===== src/rtl/fta_bus_pkg.sv =====
// FTA 64-bit bus command request/response types shared by masters and slaves.
package fta_bus_pkg;

   localparam int unsigned CID_W = 4;
   localparam int unsigned TID_W = 8;

   typedef enum logic [2:0] {
      CLASSIC = 3'd0,
      FIXED   = 3'd1,
      INCR    = 3'd2,
      ERC     = 3'd7
   } fta_cti_t;

   typedef struct packed {
      logic [CID_W-1:0] cid;
      logic [TID_W-1:0] tid;
      logic             cyc;
      logic             we;
      fta_cti_t         cti;
      logic [7:0]       sel;
      logic [31:0]      padr;
      logic [63:0]      dat;
   } fta_cmd_request64_t;

   typedef struct packed {
      logic [CID_W-1:0] cid;
      logic [TID_W-1:0] tid;
      logic             ack;
      logic             err;
      logic             rty;
      logic [63:0]      dat;
   } fta_cmd_response64_t;

endpackage


===== src/rtl/led_seq_pkg.sv =====
// Sequencer state encoding and small helpers.
package led_seq_pkg;

   typedef enum logic [1:0] {
      IDLE      = 2'd0,
      WAIT_TICK = 2'd1,
      ISSUE     = 2'd2,
      WAIT_ACK  = 2'd3
   } led_seq_state_t;

   // Saturating 8-bit increment for the failed-write counter.
   function automatic logic [7:0] sat_inc8(input logic [7:0] v);
      return (v == 8'hFF) ? v : v + 8'd1;
   endfunction

endpackage


===== src/rtl/led_seq_fta64_if.sv =====
// Request/response pair between the sequencer and the LED port slave.
interface led_seq_fta64_if;
   import fta_bus_pkg::*;

   fta_cmd_request64_t  req;
   fta_cmd_response64_t resp;

   modport master (output req, input resp);
   modport slave  (input req, output resp);
endinterface


===== src/rtl/led_seq_prescaler.sv =====
// Step-period counter: counts 0..period while running, tick on the terminal count.
module led_seq_prescaler #(
   parameter int unsigned PW = 24
) (
   input  logic          rst,
   input  logic          clk,
   input  logic          run_i,
   input  logic [PW-1:0] period_i,
   output logic          tick_c
);

   logic [PW-1:0] cnt_q, cnt_d;

   assign tick_c = run_i && (cnt_q == period_i);

   // Hold at zero when stopped, wrap to zero on the tick.
   always_comb begin
      cnt_d = '0;
      if (run_i && !tick_c) cnt_d = cnt_q + PW'(1);
   end

   // Counter register.
   always_ff @(posedge clk or posedge rst) begin
      if (rst) cnt_q <= '0;
      else     cnt_q <= cnt_d;
   end

endmodule


===== src/rtl/led_seq_fta64.sv =====
// LED pattern sequencer: steps a pattern table onto the LED port via single-beat ERC writes.
module led_seq_fta64
   import fta_bus_pkg::*;
   import led_seq_pkg::*;
#(
   parameter int unsigned      NPAT    = 16,
   parameter int unsigned      PW      = 24,
   parameter logic [31:0]      LED_ADR = 32'hFFDC0000,
   parameter logic [CID_W-1:0] CID     = 4'd3,
   parameter logic [7:0]       TMO     = 8'd63
) (
   input  logic                      rst,
   input  logic                      clk,
   input  logic                      en,
   input  logic [PW-1:0]             period,
   input  logic [$clog2(NPAT):0]     pat_len,
   input  logic                      pat_we,
   input  logic [$clog2(NPAT)-1:0]   pat_adr,
   input  logic [7:0]                pat_dat,
   led_seq_fta64_if.master           bus,
   output logic                      busy,
   output logic [$clog2(NPAT)-1:0]   idx,
   output logic [7:0]                err_cnt
);

   localparam int unsigned AW = $clog2(NPAT);
   localparam int unsigned LW = AW + 1;

   led_seq_state_t     state_q, state_d;
   fta_cmd_request64_t req_q, req_d;
   logic               busy_q, busy_d;
   logic [AW-1:0]      idx_q, idx_d;
   logic [7:0]         err_q, err_d;
   logic [TID_W-1:0]   tid_q, tid_d;
   logic [7:0]         tmo_q, tmo_d;
   logic [7:0]         pat_q [NPAT];

   logic run_c, tick_c, match_c, unused_resp_c;

   assign run_c   = (state_q == WAIT_TICK) && en && (pat_len != '0);
   assign match_c = (state_q == WAIT_ACK) && (bus.resp.cid == CID) && (bus.resp.tid == tid_q);
   assign unused_resp_c = ^bus.resp.dat;

   led_seq_prescaler #(.PW(PW)) u_presc (
      .rst      (rst),
      .clk      (clk),
      .run_i    (run_c),
      .period_i (period),
      .tick_c   (tick_c)
   );

   // Pattern table: plain write port, read only when a request is launched.
   always_ff @(posedge clk) begin
      if (pat_we) pat_q[pat_adr] <= pat_dat;
   end

   // Next-state, bookkeeping and registered bus request.
   always_comb begin
      state_d = state_q;
      req_d   = '0;
      idx_d   = idx_q;
      err_d   = err_q;
      tid_d   = tid_q;
      tmo_d   = tmo_q;

      unique case (state_q)
         IDLE: begin
            if (en && (pat_len != '0)) state_d = WAIT_TICK;
         end
         WAIT_TICK: begin
            if (!en || (pat_len == '0)) state_d = IDLE;
            else if (tick_c)            state_d = ISSUE;
         end
         ISSUE: begin
            tmo_d   = '0;
            state_d = WAIT_ACK;
         end
         WAIT_ACK: begin
            tmo_d = tmo_q + 8'd1;
            if (match_c && bus.resp.ack) begin
               // Wrap also covers an index stranded past a shortened pat_len.
               if ((LW'(idx_q) + LW'(1)) >= pat_len) idx_d = '0;
               else                                  idx_d = idx_q + AW'(1);
               tid_d   = tid_q + TID_W'(1);
               state_d = en ? WAIT_TICK : IDLE;
            end else if (match_c && bus.resp.err) begin
               err_d   = sat_inc8(err_q);
               tid_d   = tid_q + TID_W'(1);
               state_d = en ? WAIT_TICK : IDLE;
            end else if (match_c && bus.resp.rty) begin
               state_d = ISSUE;
            end else if (tmo_q == TMO) begin
               err_d   = sat_inc8(err_q);
               tid_d   = tid_q + TID_W'(1);
               state_d = en ? WAIT_TICK : IDLE;
            end
         end
         default: state_d = IDLE;
      endcase

      // The request is live only for the single ISSUE cycle.
      if (state_d == ISSUE) begin
         req_d.cyc  = 1'b1;
         req_d.we   = 1'b1;
         req_d.cti  = ERC;
         req_d.sel  = 8'h01;
         req_d.padr = LED_ADR;
         req_d.dat  = {56'd0, pat_q[idx_q]};
         req_d.cid  = CID;
         req_d.tid  = tid_q;
      end

      busy_d = (state_d == ISSUE) || (state_d == WAIT_ACK);
   end

   // State and output registers.
   always_ff @(posedge clk or posedge rst) begin
      if (rst) begin
         state_q <= IDLE;
         req_q   <= '0;
         busy_q  <= 1'b0;
         idx_q   <= '0;
         err_q   <= '0;
         tid_q   <= '0;
         tmo_q   <= '0;
      end else begin
         state_q <= state_d;
         req_q   <= req_d;
         busy_q  <= busy_d;
         idx_q   <= idx_d;
         err_q   <= err_d;
         tid_q   <= tid_d;
         tmo_q   <= tmo_d;
      end
   end

   assign bus.req = req_q;
   assign busy    = busy_q;
   assign idx     = idx_q;
   assign err_cnt = err_q;

endmodule


===== src/flat_wrapper.sv =====
// flat-port wrapper written by rule: the top's interface ports become plain ports
module led_seq_fta64_flat import fta_bus_pkg::*; import led_seq_pkg::*;
#(
   parameter int unsigned      NPAT    = 16,
   parameter int unsigned      PW      = 24,
   parameter logic [31:0]      LED_ADR = 32'hFFDC0000,
   parameter logic [CID_W-1:0] CID     = 4'd3,
   parameter logic [7:0]       TMO     = 8'd63
)
  (rst, clk, en, period, pat_len, pat_we, pat_adr, pat_dat, busy, idx, err_cnt, bus_req, bus_resp);
  led_seq_fta64_if bus_i ();
  input  logic rst;
  input  logic clk;
  input  logic en;
  input  logic [PW-1:0] period;
  input  logic [$clog2(NPAT):0] pat_len;
  input  logic pat_we;
  input  logic [$clog2(NPAT)-1:0] pat_adr;
  input  logic [7:0] pat_dat;
  output logic busy;
  output logic [$clog2(NPAT)-1:0] idx;
  output logic [7:0] err_cnt;
  output wire logic [$bits(bus_i.req)-1:0] bus_req;
  input wire logic [$bits(bus_i.resp)-1:0] bus_resp;
  assign bus_req = bus_i.req;
  assign bus_i.resp = bus_resp;
  led_seq_fta64 #(.NPAT(NPAT), .PW(PW), .LED_ADR(LED_ADR), .CID(CID), .TMO(TMO)) u_core (.rst(rst), .clk(clk), .en(en), .period(period), .pat_len(pat_len), .pat_we(pat_we), .pat_adr(pat_adr), .pat_dat(pat_dat), .bus(bus_i), .busy(busy), .idx(idx), .err_cnt(err_cnt));
endmodule

===== config.mk =====
export PLATFORM = sky130hd
export DESIGN_NAME = led_seq_fta64_flat
export DESIGN_NICKNAME = d
export VERILOG_FILES = /design/src/rtl/fta_bus_pkg.sv /design/src/rtl/led_seq_pkg.sv /design/src/rtl/led_seq_fta64_if.sv /design/src/rtl/led_seq_prescaler.sv /design/src/rtl/led_seq_fta64.sv /design/src/flat_wrapper.sv
export SDC_FILE = /design/constraint.sdc
export NUM_CORES = 1
export LEC_CHECK = 0
export CORE_MARGIN = 1
export CORE_UTILIZATION = 50
export CTS_BUF_LIST = sky130_fd_sc_hd__clkbuf_4
export DETAILED_ROUTE_END_ITERATION = 10
export PLACE_DENSITY_LB_ADDON = 0.1
export REMOVE_ABC_BUFFERS = 1
export SYNTH_ARGS = -nofsm -noshare
export SYNTH_HDL_FRONTEND = slang
export SYNTH_SLANG_ARGS = --single-unit

===== constraint.sdc =====
create_clock -name clk -period 5.2 [get_ports clk]
set_input_delay 1.56 -clock clk [delete_from_list [all_inputs] [get_ports clk]]
set_output_delay 1.56 -clock clk [all_outputs]
set_load 0.005 [all_outputs]

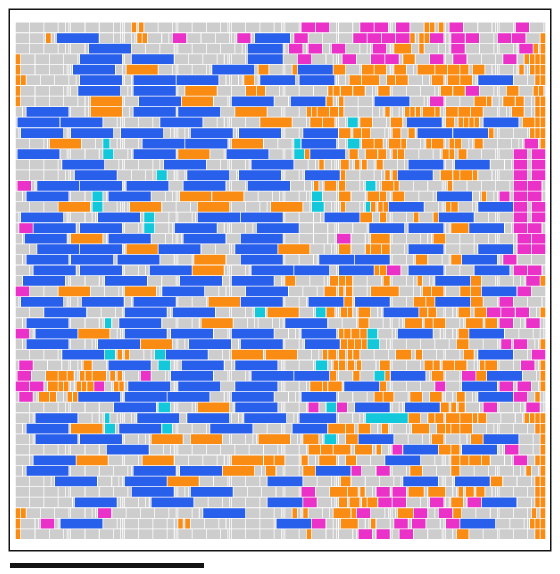
run_1/class_map.png
Scale bar: 50 um. Fill, decap, tap and diode cells in gray.
| class | color | cells | share of their area |
|---|---|---|---|
| registers | blue | 200 | 55% |
| remaining logic cells | orange | 418 | 31% |
| remaining buffers and delay cells | magenta | 118 | 11% |
| clock drivers and dummy loads | cyan | 32 | 2.5% |

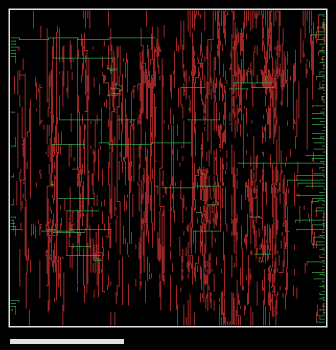
run_1/layers.png
Scale bar: 50 um. Two of the layers only.
| layer | color | wire length |
|---|---|---|
| M2 | red | 9,210 um |
| M3 | green | 819 um |

==> CHANGELOG.md, run 1 <==
### Implementation results

* Detail Route Antenna Nets at 0
* Chip Area at 19,400 um2
* Failing checks: DRC
* Iteration tally of the first detailed-router pass at 10
* CTS root buffer: clkbuf_4
* Drc violations at 25
* Placer Congestion at 0.789
* Routing usage on met2 at 34.3%
* Routed WL at 17.1 mm
* Post-Syn Area per Cell at 14.2 um2
* CP Data Required Time at 5.69 ns
* WP data arrival at 4.15 ns
* Post-cts gate resize count at 0
* RSZ-0062 raised after global routing: no
* Run status: complete, but fails checks
* Min-Delay Path Class: reg2reg
* Antenna violations before repair at 1
* Final Skew at 0.0193 ns
* Hold-fix buffers, CTS at 0
* Logic area at 3140 um2
* Rows at 49
* Yosys Chip Area at 9400 um2
* First-pass GRT wire length at 27.7 mm
* Post-synth EDFFs at 128
* Peak supply drop at 0.000184 V
* Slew Limit Headroom at 9.54%
* Asr flop ratio synth at 36.0%
* 1st-iter DRT viols at 278
* Vias in the first global route at 5,235
* Largest net degree at the start of global routing at 38
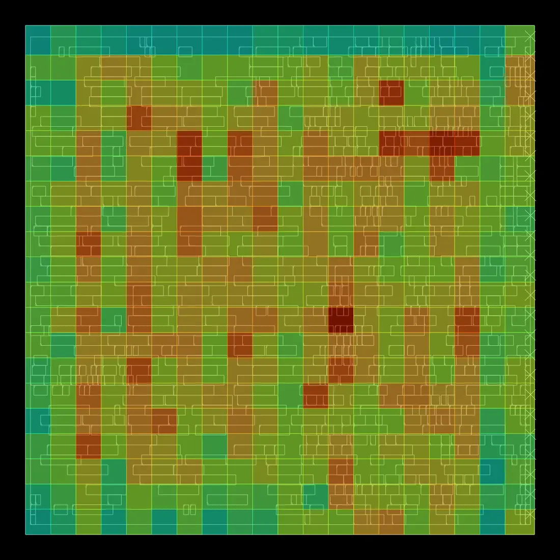
run_1/congestion_map.png
DR WL/cell: 17.2 um
busiest layer in global routing: met2

[run 1: critical path: stages]
cell and delay [ns]:
clkdlybuf4s50_1 0.43, xor2_1 0.17, nor4_1 0.32, nand4_1 0.21, or4b_4 0.56, a211oi_4 0.63
and2_2 0.27
[run 1: layer usage]
layer | up-vias | wire length [um] | part of all wire, %
met5 | - | 0 | 0
met4 | 0 | 165 | 0.96
met3 | 9 | 818 | 4.8
met2 | 199 | 9210 | 54
met1 | 2569 | 6950 | 41
li1 | 2412 | - | -
[run 1: cells by family (layout without fill, tap and decap cells)]
| logic type | count (synthesis) | after routing | share of synthesized area [%] |
|---|---|---|---|
| mux | 45 | 45 | 10.2 |
| other cells | 1 | 85 | 0.0399 |
| compound gates | 34 | 34 | 2.59 |
| fa+ha+maj | 10 | 10 | 1.33 |
| simple gates | 160 | 160 | 9.38 |
| buf+inv | 140 | 165 | 9.95 |
| xor+xnor | 70 | 70 | 6.52 |
| flops | 200 | 200 | 60.0 |
[run 1: registers in the layout, indices dropped and copies added, names as in the netlist]
signal,flops
u_core.idx,4
u_core.u_presc.cnt_q,24
u_core.err_cnt,8
u_core.bus.req,17
u_core.busy,1
u_core.pat_q,128
u_core.tmo_q,8
u_core.state_q,2
u_core.tid_q,8
[run 1: final timing paths]
check	from	to	slack, ns	cells past startpoint
max	period[18]	u_core.bus.req[4]	1.54	7
min	u_core.err_cnt[6]	u_core.err_cnt[6]	0.51	1
max reg2reg	u_core.idx[0]	u_core.idx[0]	2.30	8
min reg2reg	u_core.err_cnt[6]	u_core.err_cnt[6]	0.51	1
max in group asynchronous	rst	u_core.idx[0]	3.14	3
min in group asynchronous	rst	u_core.u_presc.cnt_q[0]	1.24	2
[run 1: through the flow]
step	setup WS (ns)	cells	utilization, %
after floorplan	1.82	618	-
after global placement	0.890	965	56.5
after detailed placement	0.866	965	56.5
after CTS	1.49	997	57.9
after global routing	1.34	998	57.9
final	1.54	998	57.9
[run 1: final cells by class]
class	count	area share [%]
diodes	1	0.0237
clock buffers	18	1.28
clock inverters	14	1.15
inverters	15	0.534
multi-input cells	403	29.8
flip-flops and latches	200	53.5
well taps	229	2.72
repair buffers	118	11.0
[run 1: report_power, final]
group / total [mW] / internal [mW] / leakage (nW) / switching [mW]
registers: 1.72 / 1.72 / 2.15 / 0.00736
logic: 0.143 / 0.0622 / 1.67 / 0.0806
clock network: 0.762 / 0.248 / 0.143 / 0.514
[run 1: synthesized netlist by cell type, drive strengths merged, types with 5 or more instances]
master	number	area (um2)
and3	17	115
o21ai	5	25.0
a21oi	7	35.0
dfrtp	72	1800
buf	113	835
nand3	18	90.1
inv	15	56.3
nand4	19	119
nor3	11	55.1
and2	8	58.8
nor2	48	180
nand2	14	52.6
edfxtp	128	3840
ha	10	125
xnor2	30	263
xor2	40	350
mux4	40	901
nor4	8	81.3
clkbuf	12	45.0
--- run 2 (diff from run 1) ---
--- a/config.mk
+++ b/config.mk
@@ -6,7 +6,7 @@
 export NUM_CORES = 1
 export LEC_CHECK = 0
 export CORE_MARGIN = 1
-export CORE_UTILIZATION = 50
+export CORE_UTILIZATION = 45
 export CTS_BUF_LIST = sky130_fd_sc_hd__clkbuf_4
 export DETAILED_ROUTE_END_ITERATION = 10
 export PLACE_DENSITY_LB_ADDON = 0.1
==> constraint.sdc (replaced) <==
create_clock -name clk -period 3.3 [get_ports clk]
set_input_delay 0.99 -clock clk [delete_from_list [all_inputs] [get_ports clk]]
set_output_delay 0.99 -clock clk [all_outputs]
set_load 0.005 [all_outputs]
==> run 2 against run 1 <==
  * The run now ends clean
  * Critical path type is now reg2out
  * Register-to-register slack lost 1.5 ns
  * Sequential cell count unchanged
  * Synthesized cell count unchanged
  * Critical endpoint is now idx[0]
  * Non-clock buffer count increased by 29
==> CHANGELOG.md, run 2 <==
### Implementation results

* 1st-iter DRT viols at 280
* Buffers plus inverters on the worst setup path at 2
* Iteration tally of the first detailed-router pass at 5
* Critical path's slowest cell: dfrtp_2
* Routing usage on met2 at 30.1%
* R2R setup slack at 0.78 ns
* FF-to-FF path depth at 7
* Busiest layer in global routing: met2
* Detail Route Antenna Nets at 0
* Slew Limit Headroom at 58.0%
* Top logic family: multiplexers
* Leading area contributor after synthesis: edfxtp_1
* Post-synthesis simple-gate area fraction at 9.38%
* Top cells by count: 128 x edfxtp_1, 106 x buf_4, 72 x dfrtp_1, 48 x nor2_1
* Largest net degree at the start of global routing at 59
* Rows at 52
* Final Skew at 0.0269 ns
* Biggest register: u_core.pat_q
* Largest cells by area after synthesis: edfxtp_1 41%, dfrtp_1 19%, mux4_2 9.6%
* Drc violations at 0
* Placer Congestion at 0.774
* Top-area cell type share of the netlist area at 40.9%
* Run status: completed
* Logic area at 3130 um2
==> run 2: through the flow <==
| step | setup TNS (ns) | util [%] | hold WS (ns) |
|---|---|---|---|
| 2_1_floorplan | -0.0137 | - | 0.477 |
| 3_3_place_gp | -1.89 | 51.9 | 0.479 |
| 3_5_place_dp | -1.65 | 51.9 | 0.492 |
| 4_1_cts | 0 | 53.4 | 0.515 |
| 5_1_grt | 0 | 53.4 | 0.536 |
| 6_report | 0 | 53.4 | 0.518 |
==> run 2: cells by family after synthesis <==
| kind of cell | after synthesis |
|---|---|
| AND-OR/OR-AND | 34 |
| flip-flops | 200 |
| other | 1 |
| adder cells (fa/ha/maj) | 10 |
| XOR/XNOR | 70 |
| buffers and inverters | 140 |
| multiplexers | 45 |
| AND/OR/NAND/NOR | 160 |
==> run 2: path summary, 6_finish.rpt <==
check,from,to
worst max-delay path,u_core.idx[0],idx[0]
worst min-delay path,u_core.err_cnt[6],u_core.err_cnt[6]
worst max register to register,u_core.tmo_q[0],u_core.tid_q[1]
worst min register to register,u_core.err_cnt[6],u_core.err_cnt[6]
max in group asynchronous,rst,u_core.tmo_q[1]
min in group asynchronous,rst,u_core.u_presc.cnt_q[9]
==> run 2: layout make-up <==
cell class                 count  share of cell area [%]
clock inverter                15                    1.63
sequential                   200                    51.9
antenna                        1                  0.0230
clock buffer                  17                    1.17
timing repair buffer         147                    12.9
multi-input combinational    403                    28.8
tap                          270                    3.10
inverter                      15                   0.517
==> run 2: worst register-to-register path, cell delays in order (launching register included) <==
cell     delay, ns
dfrtp_1       0.44
ha_1          0.22
nand3_1       0.15
or4_1         0.62
a211o_1       0.32
nand3_1       0.16
buf_4         0.20
mux2_2        0.34
==> run 2: layer usage <==
metal	routed length (um)	vias to the layer above
met3	837	14
met1	7810	2634
met4	203	0
met5	0	-
met2	9070	178
li1	-	2474
==> run 2: power by group <==
| group | total (mW) | switching, mW | internal, mW |
|---|---|---|---|
| Clock | 1.29 | 0.932 | 0.359 |
| Sequential | 2.72 | 0.0110 | 2.71 |
| Combinational | 0.239 | 0.132 | 0.108 |
| Total | 4.25 | 1.07 | 3.17 |
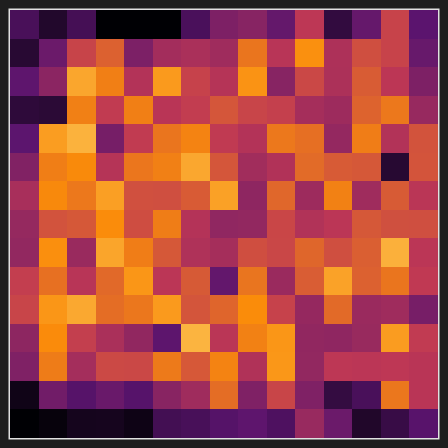
run_2/util_map.png
The die is cut into 15 by 15 equal tiles; black is low, pale yellow is high, 0 to 100% covered.
mean over tiles: 49%
nearly empty tiles: 2.2%
fullest tile: 84%
tiles over 75% full: 9.8%

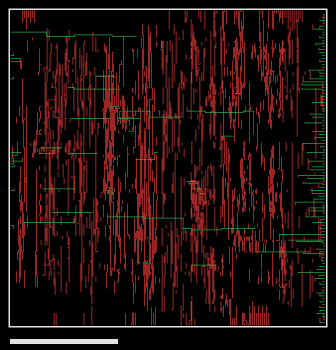
run_2/layers.png
Scale bar: 50 um. Two of the layers only.
| layer | color | wire length |
|---|---|---|
| M3 | green | 838 um |
| M2 | red | 9,070 um |

--- run 3 (diff from run 2) ---
==> constraint.sdc (replaced) <==
create_clock -name clk -period 3.3 [get_ports clk]
set_input_delay 0.99 -clock clk [delete_from_list [all_inputs] [get_ports clk]]
set_output_delay 0.99 -clock clk [all_outputs]
set_load 0.1 [all_outputs]
==> run 3 against run 2 <==
  * Die size unchanged
  * Wire length down 0.74%
  * Hold slack worse by 0.0099 ns
  * Sequential share of layout area up 0.67 points
  * Fmax up 4.4%
  * Sequential power about the same
  * Largest cell class unchanged
==> CHANGELOG.md, run 3 <==
### Implementation results

* Run status: completed
* Final Skew at 0.0292 ns
* Min-Delay Path Class: reg2reg
* Vias in the first global route at 5,211
* Rows at 52
* Peak supply drop at 0.000372 V
* DR WL/cell at 16.7 um
* Post-cts gate resize count at 0
* Largest net degree at the start of global routing at 36
* Chip Area at 21,500 um2
* Yosys Chip Area at 9400 um2
* Biggest register: u_core.pat_q
* 1st-iter DRT viols at 266
* Antenna violations before repair at 1
* Top-area cell type share of the netlist area at 40.9%
* First-pass GRT wire length at 28.3 mm
* Busiest layer in global routing: met2
* CTS root buffer: clkbuf_4
* Vias/cell at 4.91
* Logic area at 3130 um2
* R2R setup slack at 0.79 ns
* Placer Congestion at 0.775
* RSZ-0062 raised after global routing: no
* Routing usage on met2 at 29.6%
* Worst setup EP type: flip-flop
* Top-count cell post-synth: edfxtp_1
* Internal power at 3.24 mW
* Largest register FFs at 128
* Top cells by count: 128 x edfxtp_1, 106 x buf_4, 72 x dfrtp_1, 48 x nor2_1
* Clock power frac at 28.2%
* Post-synth EDFFs at 128
* Via Count at 5,231
* Switching Share at 30.6%
* Hold slack at 0.508 ns
* Leading area contributor after synthesis: edfxtp_1
* Slew Limit Headroom at 54.7%
* Drc violations at 0
* WP data arrival at 3.36 ns
* Detail Route Antenna Nets at 0
* Sequential power share at 58.3%
* Post-Syn Area per Cell at 14.2 um2
==> run 3: cell counts after synthesis <==
No cell type changed its count.
==> run 3: logic make-up (layout without fill, tap and decap cells) <==
kind of cell | after synthesis | in the layout | share of synthesized area, %
muxes | 45 | 45 | 10.2
and+or+nand+nor | 160 | 160 | 9.38
buffers and inverters | 140 | 191 | 9.95
other | 1 | 85 | 0.0399
AOI/OAI and AO/OA | 34 | 34 | 2.59
xor gates and xnor gates | 70 | 70 | 6.52
adders and majority gates | 10 | 10 | 1.33
DFF | 200 | 200 | 60.0
==> run 3: area by class of cell <==
class,instances,share of cell area [%]
Tap cell,270,3.14
Sequential cell,200,52.6
Clock inverter,15,1.62
Multi-Input combinational cell,403,29.2
Clock buffer,17,1.19
Antenna cell,1,0.0233
Inverter,15,0.524
Timing Repair Buffer,144,11.8
==> run 3: worst paths after layout <==
kind	startpoint	endpoint	depth (start not counted)
max in group asynchronous	rst	u_core.idx[0]	3
setup / recovery	period[4]	u_core.bus.req[111]	8
hold reg to reg	u_core.err_cnt[4]	u_core.err_cnt[4]	1
hold / removal	u_core.err_cnt[4]	u_core.err_cnt[4]	1
setup reg to reg	u_core.tmo_q[0]	u_core.tid_q[1]	7
min in group asynchronous	rst	u_core.u_presc.cnt_q[10]	2
==> run 3: metal layers <==
metal,vias up,part of all wire [%]
met2,152,51
li1,2468,-
met1,2605,44
met3,6,3.9
met5,-,0
met4,0,0.61
==> run 3: worst max-delay path, stage by stage <==
cell	delay [ns]
clkdlybuf4s50_1	0.42
xor2_1	0.18
nor4_1	0.34
nand4_1	0.21
or4b_4	0.56
a211oi_4	0.28
buf_4	0.19
and3_2	0.18
==> run 3: per-stage QoR <==
stage | std cells | utilization (%) | setup slack, ns | setup TNS [ns]
6_report | 1065 | 52.8 | 0.450 | 0
5_1_grt | 1065 | 52.8 | 0.417 | 0
4_1_cts | 1064 | 52.8 | 0.462 | 0
3_5_place_dp | 1032 | 51.3 | -0.139 | -2.00
3_3_place_gp | 1032 | 51.3 | -0.136 | -1.98
2_1_floorplan | 618 | - | -10.48 | -224.14
==> run 3: power groups by stage <==
stage | clock, mW | combinational (mW) | sequential [mW]
6_report | 1.31 | 0.631 | 2.72
4_1_cts | 1.36 | 0.635 | 2.72
2_1_floorplan | 0 | 0.490 | 2.77
3_3_place_gp | 0 | 0.628 | 2.77
5_1_grt | 1.46 | 0.659 | 2.72
3_5_place_dp | 0 | 0.633 | 2.77
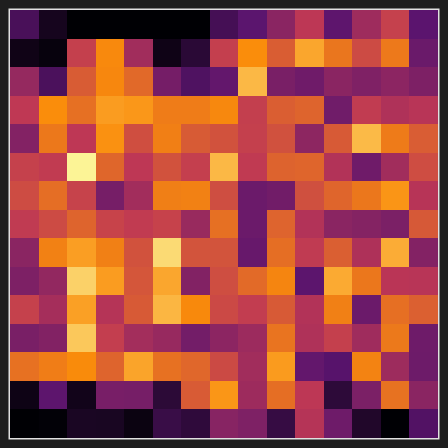
run_3/util_map.png
The die is cut into 15 by 15 equal tiles; black is low, pale yellow is high, 0 to 100% covered.
fullest tile: 98%
mean over tiles: 48%
tiles over 75% full: 11%
nearly empty tiles: 3.6%

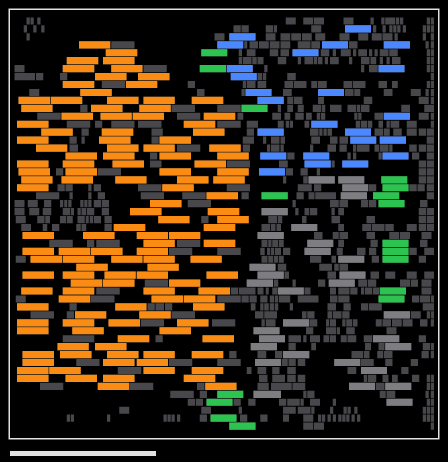
run_3/ff_map.png
Scale bar: 50 um. Other sequential cells in the stronger gray, the rest of the logic in the fainter gray.
| name in the netlist | color | sequential cells |
|---|---|---|
| u_core.pat_q | orange | 128 |
| u_core.u_presc.cnt_q | blue | 24 |
| u_core.bus.req | green | 17 |
not colored: 31

Power and IR drop assume default switching activity.
